**src/rtl/pcie_tl_cfg_decoder.sv**
```systemverilog
// Decodes the PCIe HIP time-multiplexed config bus and status word into stable config and link-state registers.
// Optional LTSSM transition history ring buffer enabled by defining PCIE_TL_CFG_LTSSM_HIST_EN.
module pcie_tl_cfg_decoder #(
  parameter int STABLE_CYC = 4,
  parameter int LD_CNT_W   = 16
) (
  input  logic                pld_clk_clk,
  input  logic                reset,
  input  logic [3:0]          tl_cfg_add,
  input  logic [31:0]         tl_cfg_ctl,
  input  logic [52:0]         tl_cfg_sts,
  output logic [15:0]         cfg_dev_ctl,
  output logic [15:0]         cfg_link_ctl,
  output logic [12:0]         cfg_busdev,
  output logic                cfg_valid,
  output logic [12:0]         max_payload_bytes,
  output logic [12:0]         max_rdreq_bytes,
  output logic [4:0]          ltssm,
  output logic                link_up,
  output logic [1:0]          link_speed,
  output logic [3:0]          lane_width,
  output logic [LD_CNT_W-1:0] link_down_cnt
`ifdef PCIE_TL_CFG_LTSSM_HIST_EN
  ,
  input  logic [2:0]          hist_rd_idx,
  output logic [7:0]          hist_rd_data,
  output logic [3:0]          hist_count
`endif
);

  localparam logic [3:0] STABLE_MAX = 4'(STABLE_CYC);

  logic [3:0] add_p0;
  logic [3:0] stab_cnt;
  logic       strobe;
  logic       dev_seen;
  logic       link_seen;
  logic       busdev_seen;
  logic       link_up_p0;

  function automatic logic [12:0] size_bytes(input logic [2:0] code);
    if (code >= 3'd5) return 13'd4096;
    return 13'd128 << code;
  endfunction

  function automatic logic [3:0] lane_decode(input logic [3:0] lanes);
    if (lanes[0]) return 4'd1;
    if (lanes[1]) return 4'd2;
    if (lanes[2]) return 4'd4;
    if (lanes[3]) return 4'd8;
    return 4'd0;
  endfunction

  // Single-cycle strobe on the 3->4 style step; saturation prevents a second capture per dwell
  assign strobe = (tl_cfg_add == add_p0) && (stab_cnt == STABLE_MAX - 4'd1);

  always_ff @(posedge pld_clk_clk) begin
    if (reset) begin
      add_p0   <= 4'h0;
      stab_cnt <= 4'd0;
    end else begin
      add_p0 <= tl_cfg_add;
      if (tl_cfg_add != add_p0)
        stab_cnt <= 4'd0;
      else if (stab_cnt < STABLE_MAX)
        stab_cnt <= stab_cnt + 4'd1;
    end
  end

  always_ff @(posedge pld_clk_clk) begin
    if (reset) begin
      cfg_dev_ctl  <= 16'h0;
      cfg_link_ctl <= 16'h0;
      cfg_busdev   <= 13'h0;
      dev_seen     <= 1'b0;
      link_seen    <= 1'b0;
      busdev_seen  <= 1'b0;
      cfg_valid    <= 1'b0;
    end else begin
      if (strobe) begin
        case (tl_cfg_add)
          4'h0: begin
            cfg_dev_ctl <= tl_cfg_ctl[31:16];
            dev_seen    <= 1'b1;
          end
          4'h2: begin
            cfg_link_ctl <= tl_cfg_ctl[31:16];
            link_seen    <= 1'b1;
          end
          4'hF: begin
            cfg_busdev  <= tl_cfg_ctl[12:0];
            busdev_seen <= 1'b1;
          end
          default: ;
        endcase
      end
      cfg_valid <= dev_seen & link_seen & busdev_seen;
    end
  end

  // Size decode stage: held at zero until the config set is complete
  always_ff @(posedge pld_clk_clk) begin
    if (reset || !cfg_valid) begin
      max_payload_bytes <= 13'd0;
      max_rdreq_bytes   <= 13'd0;
    end else begin
      max_payload_bytes <= size_bytes(cfg_dev_ctl[7:5]);
      max_rdreq_bytes   <= size_bytes(cfg_dev_ctl[14:12]);
    end
  end

  always_ff @(posedge pld_clk_clk) begin
    if (reset) begin
      ltssm         <= 5'h0;
      link_speed    <= 2'b00;
      lane_width    <= 4'd0;
      link_up       <= 1'b0;
      link_up_p0    <= 1'b0;
      link_down_cnt <= '0;
    end else begin
      ltssm      <= tl_cfg_sts[50:46];
      link_speed <= tl_cfg_sts[32:31];
      lane_width <= lane_decode(tl_cfg_sts[38:35]);
      link_up    <= (ltssm == 5'h0F);
      link_up_p0 <= link_up;
      if (link_up_p0 && !link_up && (link_down_cnt != '1))
        link_down_cnt <= link_down_cnt + LD_CNT_W'(1);
    end
  end

  logic unused_bits;
  assign unused_bits = ^{tl_cfg_sts[52:51], tl_cfg_sts[45:39], tl_cfg_sts[34:33],
                         tl_cfg_sts[30:0], tl_cfg_ctl[15:13]};

`ifdef PCIE_TL_CFG_LTSSM_HIST_EN
  logic [4:0] ltssm_p0;
  logic [7:0] hist_mem [8];
  logic [2:0] wr_ptr;

  // History write trails the registered ltssm by one cycle
  always_ff @(posedge pld_clk_clk) begin
    if (reset) begin
      ltssm_p0   <= 5'h0;
      wr_ptr     <= 3'd0;
      hist_count <= 4'd0;
      for (int i = 0; i < 8; i++) hist_mem[i] <= 8'h0;
    end else begin
      ltssm_p0 <= ltssm;
      if (ltssm != ltssm_p0) begin
        hist_mem[wr_ptr] <= {ltssm, 3'b000};
        wr_ptr           <= wr_ptr + 3'd1;
        if (hist_count != 4'd8) hist_count <= hist_count + 4'd1;
      end
    end
  end

  assign hist_rd_data = hist_mem[wr_ptr - 3'd1 - hist_rd_idx];
`endif

endmodule

```
**config.mk**
```make
export PLATFORM = sky130hd
export DESIGN_NAME = pcie_tl_cfg_decoder
export DESIGN_NICKNAME = d
export VERILOG_FILES = /design/src/rtl/pcie_tl_cfg_decoder.sv
export SDC_FILE = /design/constraint.sdc
export NUM_CORES = 1
export LEC_CHECK = 0
export CAP_MARGIN = 25
export CORE_MARGIN = 10
export CORE_UTILIZATION = 40
export CTS_CLUSTER_DIAMETER = 60
export DETAILED_ROUTE_END_ITERATION = 10
export PLACE_DENSITY_LB_ADDON = 0.2
export SLEW_MARGIN = 0
export SYNTH_ARGS = -nofsm -noshare
export SYNTH_HDL_FRONTEND = slang
export SYNTH_SLANG_ARGS = --single-unit
```
**constraint.sdc**
```tcl
create_clock -name pld_clk_clk -period 4.9 [get_ports pld_clk_clk]
set_input_delay 0.49 -clock pld_clk_clk [delete_from_list [all_inputs] [get_ports pld_clk_clk]]
set_output_delay 0.49 -clock pld_clk_clk [all_outputs]
set_load 0.01 [all_outputs]
```
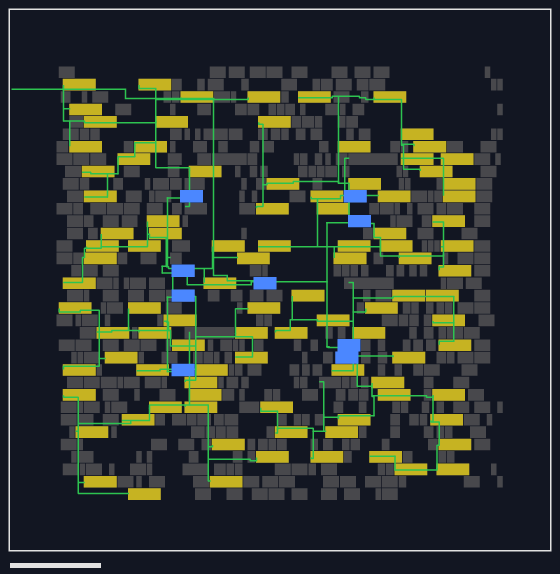
(images/clock_map.png)
Bar = 20 um.
[clock wires] green | length: 1130 um
[cells driving clock nets] blue | count: 9
[flip-flops] yellow | count: 98
routed clock nets: 10

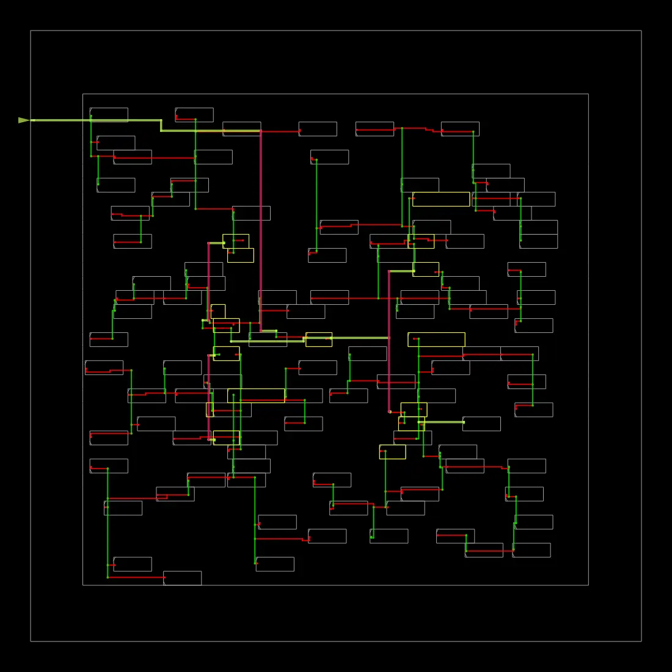
(images/final_clocks.png)
FFs & Latches: 98
skew final: 0.01324 ns
clock buffers: 12
Insertion Delay late pin: 0.34 ns

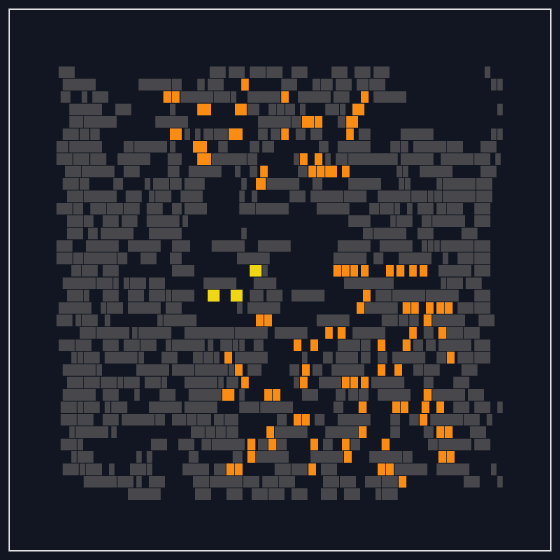
(images/gate_families.png)
| family | colour | cells | most used |
|---|---|---|---|
| inverting AOI/OAI gates | orange | 93 | a21oi_1 |
| AND-OR and OR-AND gates | yellow | 3 | o21a_1 |

==> CHANGELOG.md <==
## Implementation

* Worst hold endpoint: cfg_busdev[2]$_SDFFE_PP0P_
* DR WL met3 at 1.270 mm
* Max Slew Vio Count at 0
* CP Buf/Inv Count at 3
* Final HPWL DP at 7.696 mm
* Buffering overhead at 0.2464
* Mux share at 0.04171
* Top-area cell share at 0.5070
* Crit path time final at 2.483 ns
* Hold Crit Depth at 2
* Dpl ws at 1.997 ns
* Outcome: complete, no violations
* First-pass GRT wire length at 17.40 mm
* Layout net count at 639
* Die height at 118.4 um
* Design Power at 1533 uW
* P_int at 1217 uW
* Simple share at 0.2376
* Post-route cell area at 5453 sq um
* Share of layout cells above drive strength 1 at 0.04719
* CTS Hold Bufs at 0
* Adder Share, Synth at 0.006466
* Post-synthesis sequential area ratio at 0.5070
* Min-delay src: cfg_busdev[2]$_SDFFE_PP0P_
* Met2 usage at 0.2225
* Clock-cell share at 0.04635
* Yosys cell count at 428
* Clock Sinks at 98
* Storage cell area at 1962 sq um
* Buffers outside the clock class at 136
* Slew headroom at 0.2847
* Fp_density at 0.4149
* Comb area share at 0.3157
* Sw Share at 0.2062
* Post-Synth AOI/OAI Area at 0.1348
* Die footprint at 14010 sq um
* Unrepaired setup endpoints after global routing: false
* Sequential cell power at 804 uW
* Leakage at 0.001843 uW
* Highest clock rate at 402.7 MHz
* CTS tree: yes
* Initial antenna violation count at 0
* Regs by FF count: cfg_dev_ctl: 16 flops, cfg_link_ctl: 16 flops, link_down_cnt: 16 flops
* Net Sw Power at 316.2 uW
* Critical path depth in cells at 5
* Crit path cell chain: buf_2 -> buf_4 -> clkinv_1 -> o211ai_1 -> nor2_1
* Synth area leader: dfxtp_1
* CTS Buf Count at 9
* Hold slack final at 0.4604 ns
* Die width at 118.4 um
* Drt drc at 0
* Resize count post-CTS at 0
* Met1 Use GR at 0.1711
* Yosys reg bits at 98
* Final worst setup slack at 2.417 ns
* Gp weighted congestion at 0.8305
* Critical Path AT at 2.72 ns
* # setup viols final at 0
* Main logic family: simple AND/OR/NAND/NOR gates
* YS chip area at 3870 sq um
* Via/cell ratio at 5.209
* Worst-path fanout max at 66
* Starting DRT DRC Count at 153
* Worst setup path startpoint: reset
* Routed Antenna Nets at 0
* Post-Route M1 WL at 4.751 mm
* Via Count at 3542
* Logic pwr share at 0.061
* Met3 usage at 0.07282
* Well Taps at 129
* Most common cell in the netlist: dfxtp_1
* R2R setup slack at 2.61 ns
* Crit path max-delay cell type: clkinv_1
* P&R area growth vs syn at 40.90%
* XOR/XNOR share of the synthesized area at 0.009053
* Fin cells at 680
* Vias in the first global route at 3466
* Core area at 9328 sq um
* Worst r2r src: stab_cnt[0]$_SDFFE_PP0N_
* CTS max path bufs at 2
* FF-to-FF path depth at 5
* Sequential power share at 0.524
* Fraction of registers with async set/reset at 0
* Syn avg cell area at 9.042 sq um
* CP Capture Type: flip-flop
* Slowest stage delay, CP at 0.96 ns
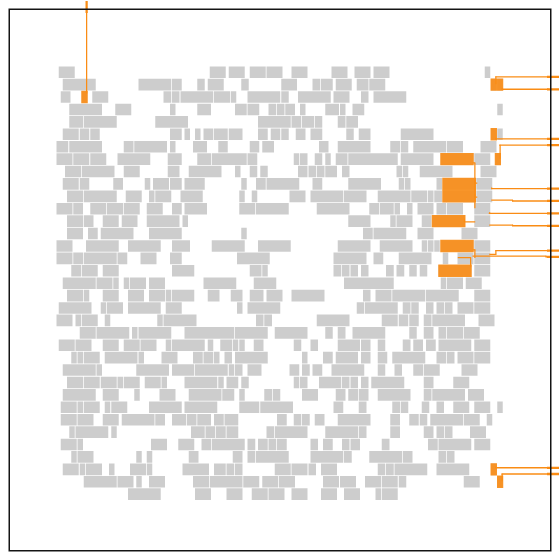
(images/port_nets.png)
| port | colour | direction | end cells | buffers | wire |
|---|---|---|---|---|---|
| max_payload_bytes | orange | output | 13 | 6 | 194 um |
Ports: 191
number of port buffers: 131

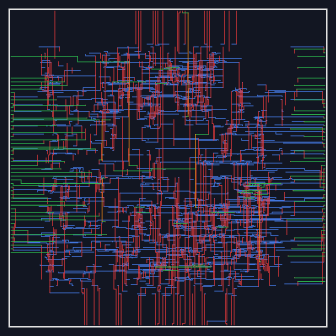
(images/metal_stack.png)
| layer | colour | wire length |
|---|---|---|
| met3 | green | 1270 um |
| met2 | red | 4590 um |
| met1 | blue | 4750 um |
| met4 | orange | 163 um |

-- placed cells by master, fill, tap and decap left out, types with 3 or more instances in the layout --
cell type | synthesis | layout
clkdlybuf4s50_1 | 0 | 130
dfxtp_1 | 98 | 98
nand2_1 | 44 | 44
a21oi_1 | 43 | 43
nand4_1 | 39 | 39
o21ai_0 | 38 | 38
nor2_1 | 22 | 22
mux2i_1 | 15 | 15
nor2b_1 | 15 | 15
conb_1 | 1 | 14
clkbuf_8 | 0 | 11
and3_1 | 5 | 5
nor4_1 | 5 | 5
o31ai_1 | 5 | 5
or4_1 | 5 | 5
buf_4 | 14 | 5
xnor2_1 | 4 | 4
and4_1 | 4 | 4
or3_1 | 4 | 4
nor3_1 | 4 | 4
nor3b_1 | 3 | 3
nand3_1 | 3 | 3
o21a_1 | 3 | 3
bufinv_16 | 0 | 3
Power and IR drop assume default switching activity.
